===== src/rtl/fir_pkg.sv =====
// Shared definitions for the FIR filter and its coefficient loader.
//   - loader state encoding
//   - default coefficient width / tap count
//   - uniq_taps(): beats per upload; also used where fir_filter is instantiated
//   - addr_bits(): address width for a memory of a given depth (minimum 1)
package fir_pkg;

    localparam int COEFF_WIDTH_DEF = 18;
    localparam int NUM_TAPS_DEF    = 64;

    typedef enum logic [1:0] {
        LD_IDLE  = 2'd0,
        LD_FILL  = 2'd1,
        LD_WRITE = 2'd2,
        LD_LOAD  = 2'd3
    } ldr_state_e;

    function automatic int uniq_taps(input int num_taps, input int symmetric);
        return (symmetric != 0) ? num_taps / 2 : num_taps;
    endfunction

    function automatic int addr_bits(input int depth);
        return (depth > 1) ? $clog2(depth) : 1;
    endfunction

endpackage


===== src/rtl/fir_coeff_shadow_ram.sv =====
// Shadow buffer for one uploaded coefficient set.
// One write port, one registered read port. The storage array is not reset
// (so it maps onto distributed RAM); only the read output register is reset,
// because that register directly drives the filter's coeff_data.
// Ports:
//   clk, rst_n          clock, async active-low reset (read register only)
//   wr_en_i/addr/data   write port
//   rd_en_i, rd_addr_i  read request; rd_data_o updates on the next edge
//   rd_data_o           registered read data (holds when rd_en_i=0)
module fir_coeff_shadow_ram #(
    parameter int DW    = 18,
    parameter int DEPTH = 32,
    parameter int AW    = 5
) (
    input  logic          clk,
    input  logic          rst_n,
    input  logic          wr_en_i,
    input  logic [AW-1:0] wr_addr_i,
    input  logic [DW-1:0] wr_data_i,
    input  logic          rd_en_i,
    input  logic [AW-1:0] rd_addr_i,
    output logic [DW-1:0] rd_data_o
);

    logic [DW-1:0] mem_q [DEPTH];
    logic [DW-1:0] rd_data_q;

    always_ff @(posedge clk) begin
        if (wr_en_i) mem_q[wr_addr_i] <= wr_data_i;
    end

    always_ff @(posedge clk or negedge rst_n) begin
        if (!rst_n)       rd_data_q <= '0;
        else if (rd_en_i) rd_data_q <= mem_q[rd_addr_i];
    end

    assign rd_data_o = rd_data_q;

endmodule


===== src/rtl/fir_coeff_loader.sv =====
// Coefficient loader for fir_filter.
// Accepts an upload of UNIQ beats into a shadow buffer, checks that 'last'
// lands exactly on the final beat, then writes all NUM_TAPS filter addresses
// (one per cycle while filt_idle=1) and finishes with a one-cycle coeff_ld.
// In symmetric mode the upper half of the tap range is the mirror of the
// uploaded half.
// Ports:
//   clk, rst_n                         clock, async active-low reset
//   start                              begin an upload (IDLE only)
//   s_coeff_data/valid/last/ready      upload stream
//   filt_idle                          filter idle; gates coefficient writes
//   coeff_data/addr/wr/ld              filter coefficient port (registered)
//   busy, done, error, beat_count      status
module fir_coeff_loader
    import fir_pkg::*;
#(
    parameter int COEFF_WIDTH = COEFF_WIDTH_DEF,
    parameter int NUM_TAPS    = NUM_TAPS_DEF,
    parameter int SYMMETRIC   = 1
) (
    input  logic                   clk,
    input  logic                   rst_n,
    input  logic                   start,
    input  logic [COEFF_WIDTH-1:0] s_coeff_data,
    input  logic                   s_coeff_valid,
    input  logic                   s_coeff_last,
    output logic                   s_coeff_ready,
    input  logic                   filt_idle,
    output logic [COEFF_WIDTH-1:0] coeff_data,
    output logic [7:0]             coeff_addr,
    output logic                   coeff_wr,
    output logic                   coeff_ld,
    output logic                   busy,
    output logic                   done,
    output logic                   error,
    output logic [7:0]             beat_count
);

    localparam int         UNIQ      = uniq_taps(NUM_TAPS, SYMMETRIC);
    localparam int         AW        = addr_bits(UNIQ);
    localparam logic [7:0] LAST_K    = 8'(NUM_TAPS - 1);
    localparam logic [7:0] UNIQ_LAST = 8'(UNIQ - 1);

    ldr_state_e state_q, state_d;
    logic [7:0] beat_count_q, beat_count_d;
    logic       error_q, error_d;
    logic [7:0] k_q, k_d;
    logic       coeff_wr_q, coeff_wr_d;
    logic [7:0] coeff_addr_q, coeff_addr_d;
    logic       coeff_ld_q, coeff_ld_d;
    logic       done_q, done_d;

    logic          buf_we;
    logic          buf_re;
    logic [AW-1:0] buf_wr_addr;
    logic [AW-1:0] buf_rd_addr;

    // Upper half of the tap range reads the mirrored entry; in
    // non-symmetric mode k never exceeds UNIQ_LAST so this is just k.
    assign buf_wr_addr = AW'(beat_count_q);
    assign buf_rd_addr = AW'(((SYMMETRIC != 0) && (k_q > UNIQ_LAST)) ? (LAST_K - k_q) : k_q);

    // The RAM's read register is the coeff_data output register: it is
    // loaded on the same edge that raises coeff_wr for address k.
    fir_coeff_shadow_ram #(
        .DW   (COEFF_WIDTH),
        .DEPTH(UNIQ),
        .AW   (AW)
    ) u_shadow (
        .clk      (clk),
        .rst_n    (rst_n),
        .wr_en_i  (buf_we),
        .wr_addr_i(buf_wr_addr),
        .wr_data_i(s_coeff_data),
        .rd_en_i  (buf_re),
        .rd_addr_i(buf_rd_addr),
        .rd_data_o(coeff_data)
    );

    always_ff @(posedge clk or negedge rst_n) begin
        if (!rst_n) begin
            state_q      <= LD_IDLE;
            beat_count_q <= '0;
            error_q      <= 1'b0;
            k_q          <= '0;
            coeff_wr_q   <= 1'b0;
            coeff_addr_q <= '0;
            coeff_ld_q   <= 1'b0;
            done_q       <= 1'b0;
        end else begin
            state_q      <= state_d;
            beat_count_q <= beat_count_d;
            error_q      <= error_d;
            k_q          <= k_d;
            coeff_wr_q   <= coeff_wr_d;
            coeff_addr_q <= coeff_addr_d;
            coeff_ld_q   <= coeff_ld_d;
            done_q       <= done_d;
        end
    end

    always_comb begin
        state_d      = state_q;
        beat_count_d = beat_count_q;
        error_d      = error_q;
        k_d          = k_q;
        coeff_wr_d   = 1'b0;
        coeff_addr_d = coeff_addr_q;
        coeff_ld_d   = 1'b0;
        done_d       = coeff_ld_q;   // done trails coeff_ld by one cycle
        buf_we       = 1'b0;
        buf_re       = 1'b0;

        unique case (state_q)
            LD_IDLE: begin
                if (start) begin
                    state_d      = LD_FILL;
                    error_d      = 1'b0;
                    beat_count_d = '0;
                    k_d          = '0;
                end
            end
            LD_FILL: begin
                if (s_coeff_valid) begin
                    buf_we       = 1'b1;
                    beat_count_d = beat_count_q + 8'd1;
                    if (beat_count_q == UNIQ_LAST) begin
                        if (s_coeff_last) begin
                            state_d = LD_WRITE;
                        end else begin
                            error_d = 1'b1;
                            state_d = LD_IDLE;
                        end
                    end else if (s_coeff_last) begin
                        error_d = 1'b1;
                        state_d = LD_IDLE;
                    end
                end
            end
            LD_WRITE: begin
                // k only advances when a write is issued, so a stall never
                // skips an address.
                if (filt_idle) begin
                    coeff_wr_d   = 1'b1;
                    coeff_addr_d = k_q;
                    buf_re       = 1'b1;
                    if (k_q == LAST_K) state_d = LD_LOAD;
                    else               k_d     = k_q + 8'd1;
                end
            end
            LD_LOAD: begin
                coeff_ld_d = 1'b1;
                state_d    = LD_IDLE;
            end
            default: state_d = LD_IDLE;
        endcase
    end

    assign s_coeff_ready = (state_q == LD_FILL);
    assign busy          = (state_q != LD_IDLE);
    assign coeff_wr      = coeff_wr_q;
    assign coeff_addr    = coeff_addr_q;
    assign coeff_ld      = coeff_ld_q;
    assign done          = done_q;
    assign error         = error_q;
    assign beat_count    = beat_count_q;

endmodule


===== config.mk =====
export PLATFORM = sky130hd
export DESIGN_NAME = fir_coeff_loader
export DESIGN_NICKNAME = d
export VERILOG_FILES = /design/src/rtl/fir_pkg.sv /design/src/rtl/fir_coeff_shadow_ram.sv /design/src/rtl/fir_coeff_loader.sv
export SDC_FILE = /design/constraint.sdc
export NUM_CORES = 1
export LEC_CHECK = 0
export ABC_AREA = 1
export CORE_UTILIZATION = 40
export DETAILED_ROUTE_END_ITERATION = 12
export GPL_ROUTABILITY_DRIVEN = 0
export SKIP_CTS_REPAIR_TIMING = 1
export SLEW_MARGIN = 40
export SYNTH_ARGS = -nofsm -noshare
export SYNTH_HDL_FRONTEND = slang
export SYNTH_SLANG_ARGS = --single-unit

===== constraint.sdc =====
create_clock -name clk -period 2.8 [get_ports clk]
set_clock_uncertainty 0.05 [all_clocks]
set_input_delay 0.42 -clock clk [delete_from_list [all_inputs] [get_ports clk]]
set_output_delay 0.42 -clock clk [all_outputs]
set_load 0.01 [all_outputs]

Figure 1. Register map, names as in the netlist (run 1).
Scale bar: 100 um.
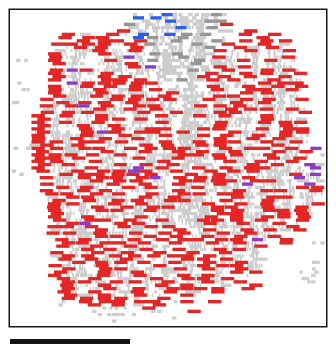
purple -> `u_shadow.rd_data_o`  # placed flops 18
red -> `u_shadow.mem_q`  # placed flops 576, where widely spread
blue -> `coeff_addr`  # placed flops 8, where top middle
not coloured = 22

Figure 2. Met4 routing (run 1).
Scale bar: 100 um.
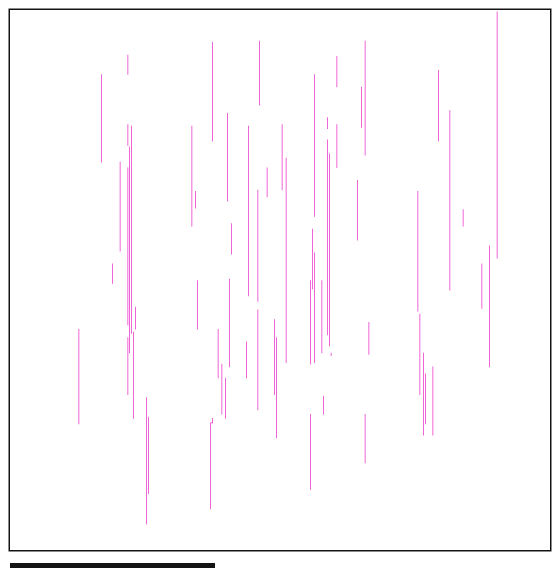
wire length on this layer = 2610 um
longest straight run = 120 um
main direction = vertical
share of all routed wire = 3.4%
nets with wire on the layer = 41

Figure 3. Routed metal, one colour a layer (run 1).
Two of the layers only.
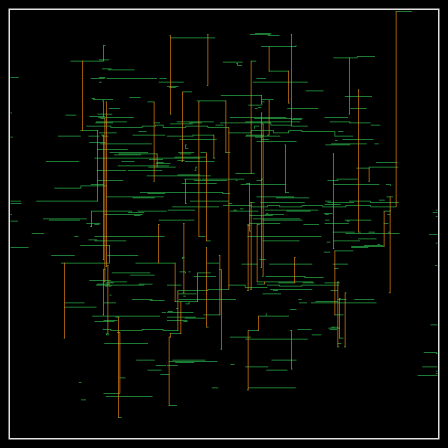
orange -> metal 4  # wire length 2610 um
green -> metal 3  # wire length 4540 um

==> job_summary.md, run 1 <==
## PnR job results

| Metric | Value |
|---|---|
| Status | `finished clean` |
| GRT Max-Usage Layer | `met2` |
| R2R Setup Slk | `a little under 0.2 ns` |
| Power share of the combinational group | `23.3%` |
| Non-clock buffering overhead | `roughly 6.4%` |
| Layout cell share with drive strength beyond 1 | `9.23%` |
| CP cell instances | `nor2_8 -> nand3_2 -> nand2_8 -> buf_12 -> buf_12 -> nand2_1 -> nand3_1 -> nand3_1 -> nand3_1 -> nand3_1 -> nand3_1 -> nand2_1` |
| Final critical-path share of the clock period | `between 90 and 100%` |
| Yosys aoi share | `less than 1%` |
| Fin crit period | `around 2.6 ns` |
| Flip-flops | `approximately 620` |
| WL final | `around 76000 um` |
| Top FF cell, synth | `edfxtp_1` |
| Final Cell Area | `about 32000 um2` |
| Sw Ratio | `between 30% and 40%` |
| YS warnings | `0` |
| Die W | `264 um` |
| Worst reg2reg startpoint | `k_q[7]` |
| CTS tree | `yes` |
| # IOs | `approximately 64` |
| Largest register by flop count | `u_shadow.mem_q` |
| Worst Tran Pin Value | `between 0.7 and 0.8 ns` |
| CP Class | `register to register` |
| Clk tree area frac | `7.05%` |
| Reg power frac | `41.6%` |
| Area of the die | `around 70000 um2` |
| Power Density | `between 800 and 900 nW/um2` |
| Logic share of the area | `approximately a fifth` |
| Maximum vdd drop | `~0.6 mV` |
| Clock Path Buffers | `3` |
| Tool warnings | `29` |
| Overflow after GRT | `0` |
| Async set-or-reset flop fraction in the synthesized netlist | `7.69%` |
| DP Wirelength | `around 45000 um` |
| Buffers on Ports | `~63` |
| Final hold violations | `0` |
| Hold depth | `0` |
| Rows | `95` |
| Top cell category | `flip-flops and latches` |
| Overall Power | `26.1 mW` |
| Final Max Slew Viols | `0` |
| Worst Setup Slack, final | `roughly 0.19 ns` |
| Die Ht | `approximately 260 um` |
| Largest cells by area | `edfxtp_1 (63%), nand3_1 (12%), nand2_1 (7.9%)` |
| Leak | `~14 nW` |
| Initial antenna violation count | `2` |
| Gate Count Post-Synth | `approximately 2700` |
| Unrepaired setup endpoints after global routing | `no` |
| Pre-Repair DR Iteration Count | `5` |
| Crit path to | `u_shadow.rd_data_o[10]` |
| Synth-to-Final Area Change | `18.1%` |
| Hold endpoint | `done` |
| Combinational Area | `~6300 um2` |
| Layout Cells excl Fill | `around 3700` |
| Most frequent CP cell | `nand3_1` |
| Mi-comb count | `1344` |
| Simple Share, Synth | `about a fifth` |
| Area taken by flip-flops and latches | `~18000 um2` |
| DRT met1 WL | `around 32000 um` |
## run 1: power by group through the flow
| stage | sequential, mW | clock, mW | combinational [mW] |
|---|---|---|---|
| final | 10.9 | 9.16 | 6.08 |
| after CTS | 10.9 | 9.29 | 6.07 |
| after global placement | 11.0 | 0 | 6.00 |
| after floorplan | 11.0 | 0 | 3.58 |
| after global routing | 10.9 | 9.63 | 6.67 |
| after detailed placement | 11.0 | 0 | 6.03 |
## run 1: worst register-to-register path, delay by kind of cell, from the launching register on
family                 cells  cell delay (ns)
buffers and inverters      2             0.45
flip-flops                 1             0.47
AND/OR/NAND/NOR           10             1.54
## run 1: kinds of logic after synthesis
group	count (synthesis)
buf+inv	701
fa+ha+maj	5
xor+xnor	5
flops	624
simple gates	1302
compound gates	32
Figure 4. Congestion heat map (run 1).
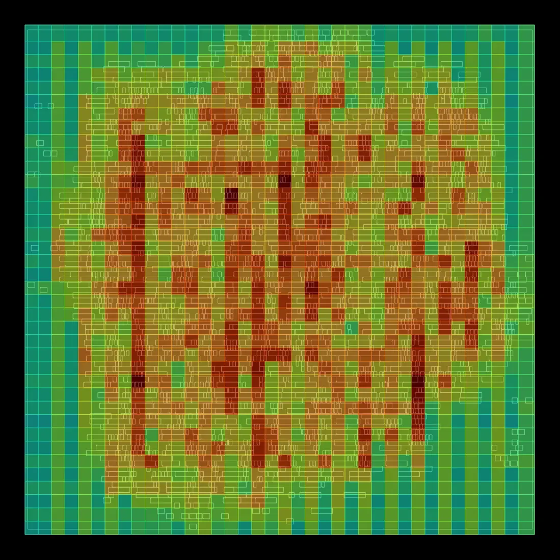

==> inputs of run 2 (changes only) <==
--- a/config.mk
+++ b/config.mk
@@ -8,9 +8,8 @@
 export ABC_AREA = 1
 export CORE_UTILIZATION = 40
 export DETAILED_ROUTE_END_ITERATION = 12
-export GPL_ROUTABILITY_DRIVEN = 0
 export SKIP_CTS_REPAIR_TIMING = 1
-export SLEW_MARGIN = 40
+export SLEW_MARGIN = 30
 export SYNTH_ARGS = -nofsm -noshare
 export SYNTH_HDL_FRONTEND = slang
 export SYNTH_SLANG_ARGS = --single-unit
Figure 5. Congestion heat map (run 2).
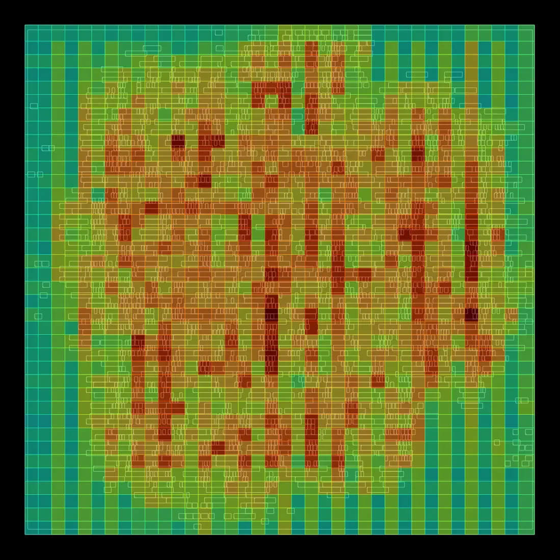
GRT met1 Usage: 28.5%
global-route track usage on met2: 36.5%
GRT Max-Usage Layer: met2

Figure 6. Met4 routing (run 2).
Scale bar: 100 um.
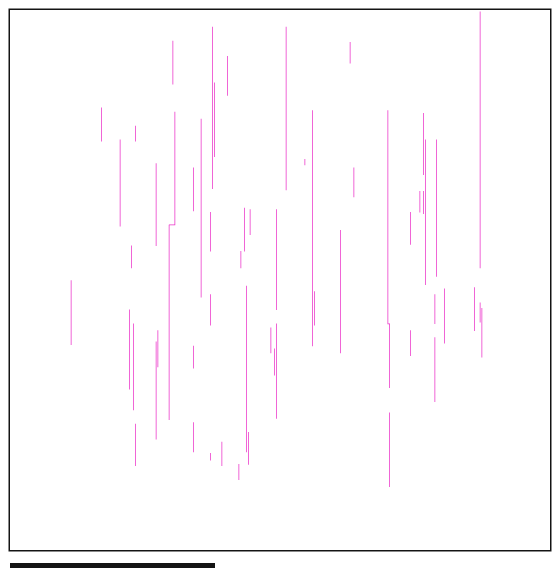
share of all routed wire = 2.7%
main direction = vertical
longest straight run = 125 um

Figure 7. Register map, names as in the netlist (run 2).
Scale bar: 100 um.
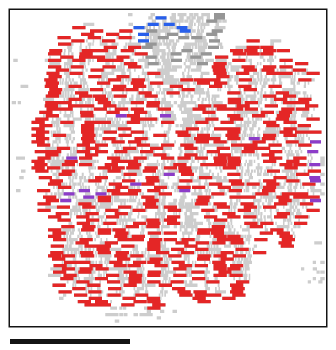
red -> `u_shadow.mem_q`  # placed flops 576, where widely spread
purple -> `u_shadow.rd_data_o`  # placed flops 18
blue -> `coeff_addr`  # placed flops 8, where top middle

==> run 2 against run 1 <==
- final cell count rose by 0.27%
- sequential cell count did not move
- critical endpoint is now u_shadow.rd_data_o[12]
- area after synthesis unchanged
==> job_summary.md, run 2 <==
## PnR job results

| Metric | Value |
|---|---|
| Most frequent CP cell | `nand3_1 (unchanged)` |
| Largest cells by area | `edfxtp_1 (63%), nand3_1 (12%), nand2_1 (7.9%) (unchanged)` |
| Synth-to-Final Area Change | `17.7% (was 18.1%)` |
| Final Max Slew Viols | `0 (unchanged)` |
| Final critical-path share of the clock period | `91.0% (was 93.1%)` |
| Fin crit period | `2.55 ns (was 2.61 ns)` |
| Hold endpoint | `done (unchanged)` |
| Invs w/o clock | `573 (unchanged)` |
| Logic share of the area | `19.4% (about the same)` |
| Final hold violations | `0 (unchanged)` |
| Clk tree area frac | `6.95% (was 7.05%)` |
| Crit path to | `u_shadow.rd_data_o[12] (was u_shadow.rd_data_o[10])` |
| Maximum vdd drop | `0.421 mV (was 0.616 mV)` |
| Sw Ratio | `30.6% (about the same)` |
| Largest register by flop count | `u_shadow.mem_q (unchanged)` |
| Flip-flops | `624 (unchanged)` |
| CP Class | `register to register (unchanged)` |
| Buffers on Ports | `63 (unchanged)` |
| Gate Count Post-Synth | `2669 (unchanged)` |
| Async set-or-reset flop fraction in the synthesized netlist | `7.69% (unchanged)` |
| Die W | `264 um (unchanged)` |
| Leak | `13.7 nW (about the same)` |
| Layout Cells excl Fill | `3721 (was 3711)` |
| Simple Share, Synth | `21.2% (unchanged)` |
| Clk power | `8.97 mW (was 9.16 mW)` |
| Overflow after GRT | `0 (unchanged)` |
| Layout cell share with drive strength beyond 1 | `9.41% (was 9.23%)` |
| CP cell instances | `nor2_8 -> nand3_2 -> nand2_8 -> buf_12 -> buf_12 -> nand2_1 -> nand3_1 -> nand3_1 -> nand3_1 -> nand3_1 -> nand3_1 -> nand2_1 (unchanged)` |
| R2R Setup Slk | `0.25 ns (was 0.19 ns)` |
| Die Ht | `264 um (unchanged)` |
| Mi-comb count | `1344 (unchanged)` |
| Overall Power | `25.8 mW (was 26.1 mW)` |
| Area of the die | `69500 um2 (unchanged)` |
| Initial antenna violation count | `1 (was 2)` |
| Combinational power | `5.98 mW (was 6.08 mW)` |
| Combinational Area | `6260 um2 (unchanged)` |
| DRT met1 WL | `31000 um (was 32000 um)` |
| Power Density | `800 nW/um2 (was 807 nW/um2)` |
| Seq pwr | `10.8 mW (was 10.9 mW)` |
| Tool warnings | `29 (unchanged)` |
| CTS tree | `yes (unchanged)` |
| Non-clock buffering overhead | `6.20% (was 6.39%)` |
| Yosys aoi share | `0.635% (unchanged)` |
| Rows | `95 (unchanged)` |
| Reg power frac | `42.0% (was 41.6%)` |
| Unrepaired setup endpoints after global routing | `no (unchanged)` |
| Hold depth | `0 (unchanged)` |
| WP depth | `12 (unchanged)` |
| Worst reg2reg startpoint | `k_q[7] (unchanged)` |
| Worst Tran Pin Value | `0.789 ns (was 0.781 ns)` |
| Status | `finished clean (unchanged)` |
| Clk latency late pin | `0.61 ns (about the same)` |
| Power share of the combinational group | `23.2% (was 23.3%)` |
| # IOs | `64 (unchanged)` |
-- run 2: cell count changes in the layout (fill, tap and decap cells not counted), moves of 2 or more --
cell / previous run / this run
clkbuf_1: 14 / 16
buf_4: 56 / 75
buf_12: 50 / 40
clkinvlp_4: 1 / 3
bufinv_16: 7 / 4
inv_6: 4 / 1
clkinv_1: 9 / 11
-- run 2: stage by stage --
step	hold slack, ns	utilization [%]	setup slack (ns)	area [um2]
CTS	-0.0666	47.7	0.264	32200
global route	0.353	47.8	0.133	32200
floorplan	0.0744	-	0.442	27400
detailed placement	0.315	44.4	0.287	30000
finish	0.332	47.8	0.251	32200
global placement	0.311	44.4	0.320	30000
Figure 8. Gate families picked out (run 2).
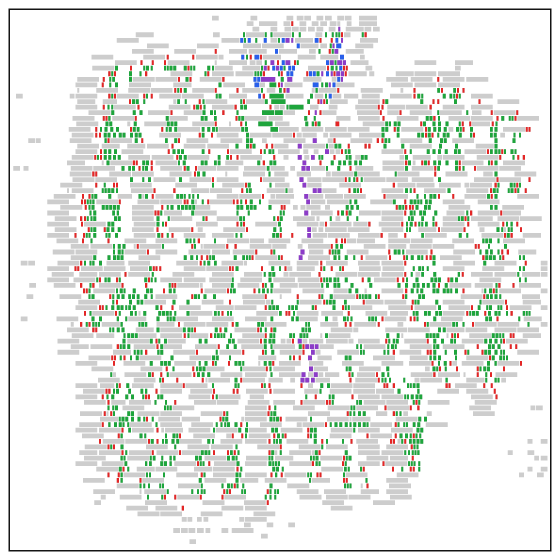

==> inputs of run 3 (changes only) <==
--- a/config.mk
+++ b/config.mk
@@ -7,9 +7,11 @@
 export LEC_CHECK = 0
 export ABC_AREA = 1
 export CORE_UTILIZATION = 40
+export CTS_CLUSTER_DIAMETER = 200
 export DETAILED_ROUTE_END_ITERATION = 12
 export SKIP_CTS_REPAIR_TIMING = 1
 export SLEW_MARGIN = 30
 export SYNTH_ARGS = -nofsm -noshare
 export SYNTH_HDL_FRONTEND = slang
+export SYNTH_HIERARCHICAL = 1
 export SYNTH_SLANG_ARGS = --single-unit
Figure 9. Gate families picked out (run 3).
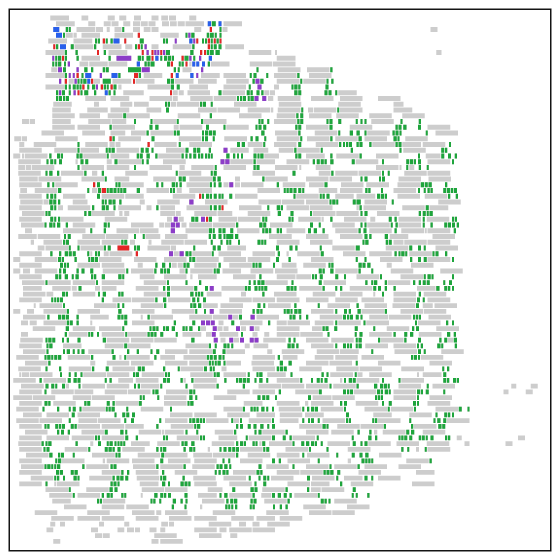
green -> NAND gates  # cells 1357, where widely spread
red -> inverters  # cells 42, where top left
purple -> NOR gates  # cells 58
blue -> inverting AOI/OAI gates  # cells 19

Figure 10. Routed metal, one colour a layer (run 3).
Two of the layers only.
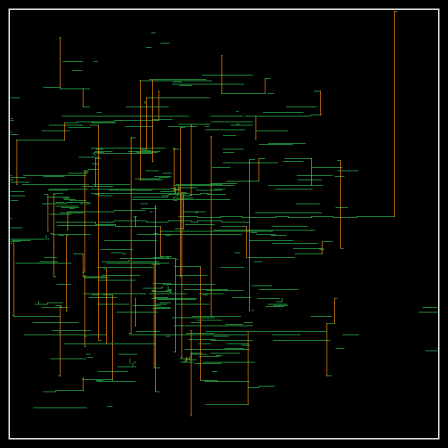
green -> metal 3  # wire length 5160 um
orange -> metal 4  # wire length 2170 um

==> run 3 against run 2 <==
- hold slack better by 0.0034 ns
- non-clock buffer count unchanged
- cell area down 7.1%
- critical path depth up 3
- sequential power about the same
- wire length down 3.6%
- total power down 22%
- utilization down 0.43 points
==> job_summary.md, run 3 <==
## PnR job results

| Metric | Value |
|---|---|
| Status | `finished clean (unchanged)` |
| Tapcells | `846 (was 873)` |
| Clk latency late pin | `0.65 ns (was 0.61 ns)` |
| DRT met1 WL | `30300 um (was 31000 um)` |
| Initial antenna violation count | `0 (was 1)` |
| Simple Share, Synth | `23.5% (was 21.2%)` |
| CP Class | `register to register (unchanged)` |
| Area taken by flip-flops and latches | `18500 um2 (unchanged)` |
| Yosys aoi share | `0.458% (was 0.635%)` |
| R2R depth | `15 (was 12)` |
| CP bufs+invs | `4 (was 2)` |
| Clk tree area frac | `6.47% (was 6.95%)` |
| Worst Tran Pin Value | `0.832 ns (was 0.789 ns)` |
| Crit path to | `u_shadow/rd_data_o[1] (was u_shadow.rd_data_o[12])` |
| Power share of the combinational group | `7.1% (was 23.2%)` |
| R2r endpoint | `u_shadow/rd_data_o[1] (was u_shadow.rd_data_o[12])` |
| Dpl cell area | `28000 um2 (was 30000 um2)` |
| Clock Path Buffers | `3 (unchanged)` |
| Unrepaired setup endpoints after global routing | `no (unchanged)` |
| Final hold violations | `0 (unchanged)` |
| Fin crit period | `2.64 ns (was 2.55 ns)` |
| Largest net degree at the start of global routing | `117 (was 95)` |
| Largest register FFs | `576 (unchanged)` |
| Buffers on Ports | `63 (unchanged)` |
| # IOs | `64 (unchanged)` |
| Die W | `255 um (was 264 um)` |
| Pre-Repair DR Iteration Count | `5 (unchanged)` |
| Sw Ratio | `23.0% (was 30.6%)` |
| Largest register by flop count | `u_shadow/mem_q (was u_shadow.mem_q)` |
| Final critical-path share of the clock period | `94.4% (was 91.0%)` |
| Largest cells by area | `edfxtp_1 (67%), nand2_1 (12%), nand3_1 (10%) (was edfxtp_1 (63%), nand3_1 (12%), nand2_1 (7.9%))` |
| Area of the die | `65200 um2 (was 69500 um2)` |
| Leak | `11.0 nW (was 13.7 nW)` |
| Rows | `92 (was 95)` |
| Overall Power | `20.2 mW (was 25.8 mW)` |
| Logic share of the area | `21.4% (was 19.4%)` |
| WL final | `71300 um (was 74000 um)` |
| GRT met1 Usage | `29.9% (was 28.5%)` |
| Power Density | `672 nW/um2 (was 800 nW/um2)` |
| Top FF cell, synth | `edfxtp_1 (unchanged)` |
| Hold endpoint | `done (unchanged)` |
| Gate Count Post-Synth | `2235 (was 2669)` |
| DP Wirelength | `41800 um (was 44600 um)` |
| Final Max Slew Viols | `0 (unchanged)` |
| Combinational Area | `6410 um2 (was 6260 um2)` |
| Layout cell share with drive strength beyond 1 | `11.1% (was 9.41%)` |
| CP cell instances | `nor2_2 -> nand2_2 -> xor2_4 -> buf_12 -> clkinv_8 -> buf_12 -> buf_12 -> nand2_1 -> nand3_1 -> nand3_1 -> nand2_1 -> nand2_1 -> nand3_2 -> nand3_1 -> nand2_1 (was nor2_8 -> nand3_2 -> nand2_8 -> buf_12 -> buf_12 -> nand2_1 -> nand3_1 -> nand3_1 -> nand3_1 -> nand3_1 -> nand3_1 -> nand2_1)` |
| Maximum vdd drop | `0.670 mV (was 0.421 mV)` |
| Die Ht | `255 um (was 264 um)` |
| Non-clock buffering overhead | `6.30% (was 6.20%)` |
| Seq pwr | `10.7 mW (was 10.8 mW)` |
| Synth-to-Final Area Change | `16.7% (was 17.7%)` |
| CTS tree | `yes (unchanged)` |
| Most frequent CP cell | `nand2_1 (was nand3_1)` |
| Combinational power | `1.44 mW (was 5.98 mW)` |
| Max power group | `sequential cells (unchanged)` |
| R2R Setup Slk | `0.16 ns (was 0.25 ns)` |
| Invs w/o clock | `42 (was 573)` |
| Final Cell Area | `30000 um2 (was 32200 um2)` |
| GRT Max-Usage Layer | `met2 (unchanged)` |
| YS warnings | `6 (was 0)` |
| Reg power frac | `53.3% (was 42.0%)` |
| Worst reg2reg startpoint | `k_q[6] (was k_q[7])` |
| Clk power | `7.98 mW (was 8.97 mW)` |
| Mi-comb count | `1443 (was 1344)` |
| Top cell category | `flip-flops and latches (unchanged)` |
| WP data required | `3.28 ns (was 3.25 ns)` |
| Async set-or-reset flop fraction in the synthesized netlist | `7.69% (unchanged)` |
| Hold depth | `0 (unchanged)` |
Figure 11. Congestion heat map (run 3).
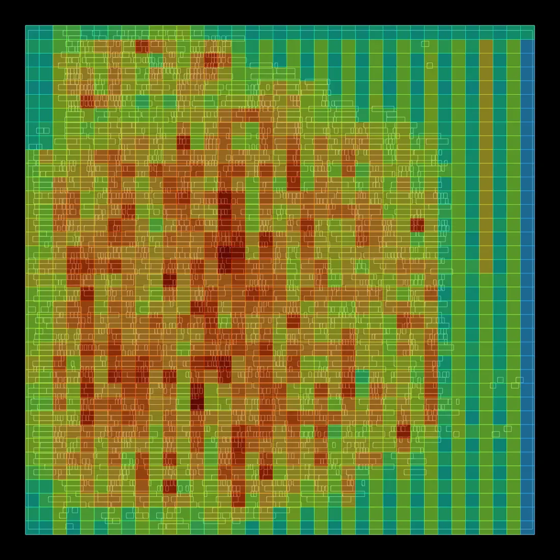
WL/cell: 21.9 um
global-route track usage on met2: 35.1%
Total GRT Usage: 21.7%

[run 3: netlist changes by cell type after synthesis, sizes merged, moves of 5 or more]
| cell | before | now |
|---|---|---|
| inv | 573 | 39 |
| nand2 | 585 | 832 |
| nand3 | 661 | 520 |
| clkbuf | 46 | 23 |
| buf | 82 | 103 |
| nor2 | 45 | 58 |
| a21oi | 12 | 5 |
| nand4 | 0 | 5 |
| nor3 | 5 | 0 |
[run 3: metrics by stage]
step | setup WS, ns | hold WS [ns] | instances | util [%]
floorplan | 0.428 | 0.0744 | 2235 | -
global placement | 0.0373 | 0.315 | 3133 | 44.2
detailed placement | 0.0322 | 0.330 | 3133 | 44.2
CTS | 0.0242 | -0.160 | 3247 | 47.3
global route | 0.0364 | 0.343 | 3248 | 47.3
finish | 0.158 | 0.336 | 3248 | 47.3
Power figures rest on the tool's default switching activity, not on a simulated workload.
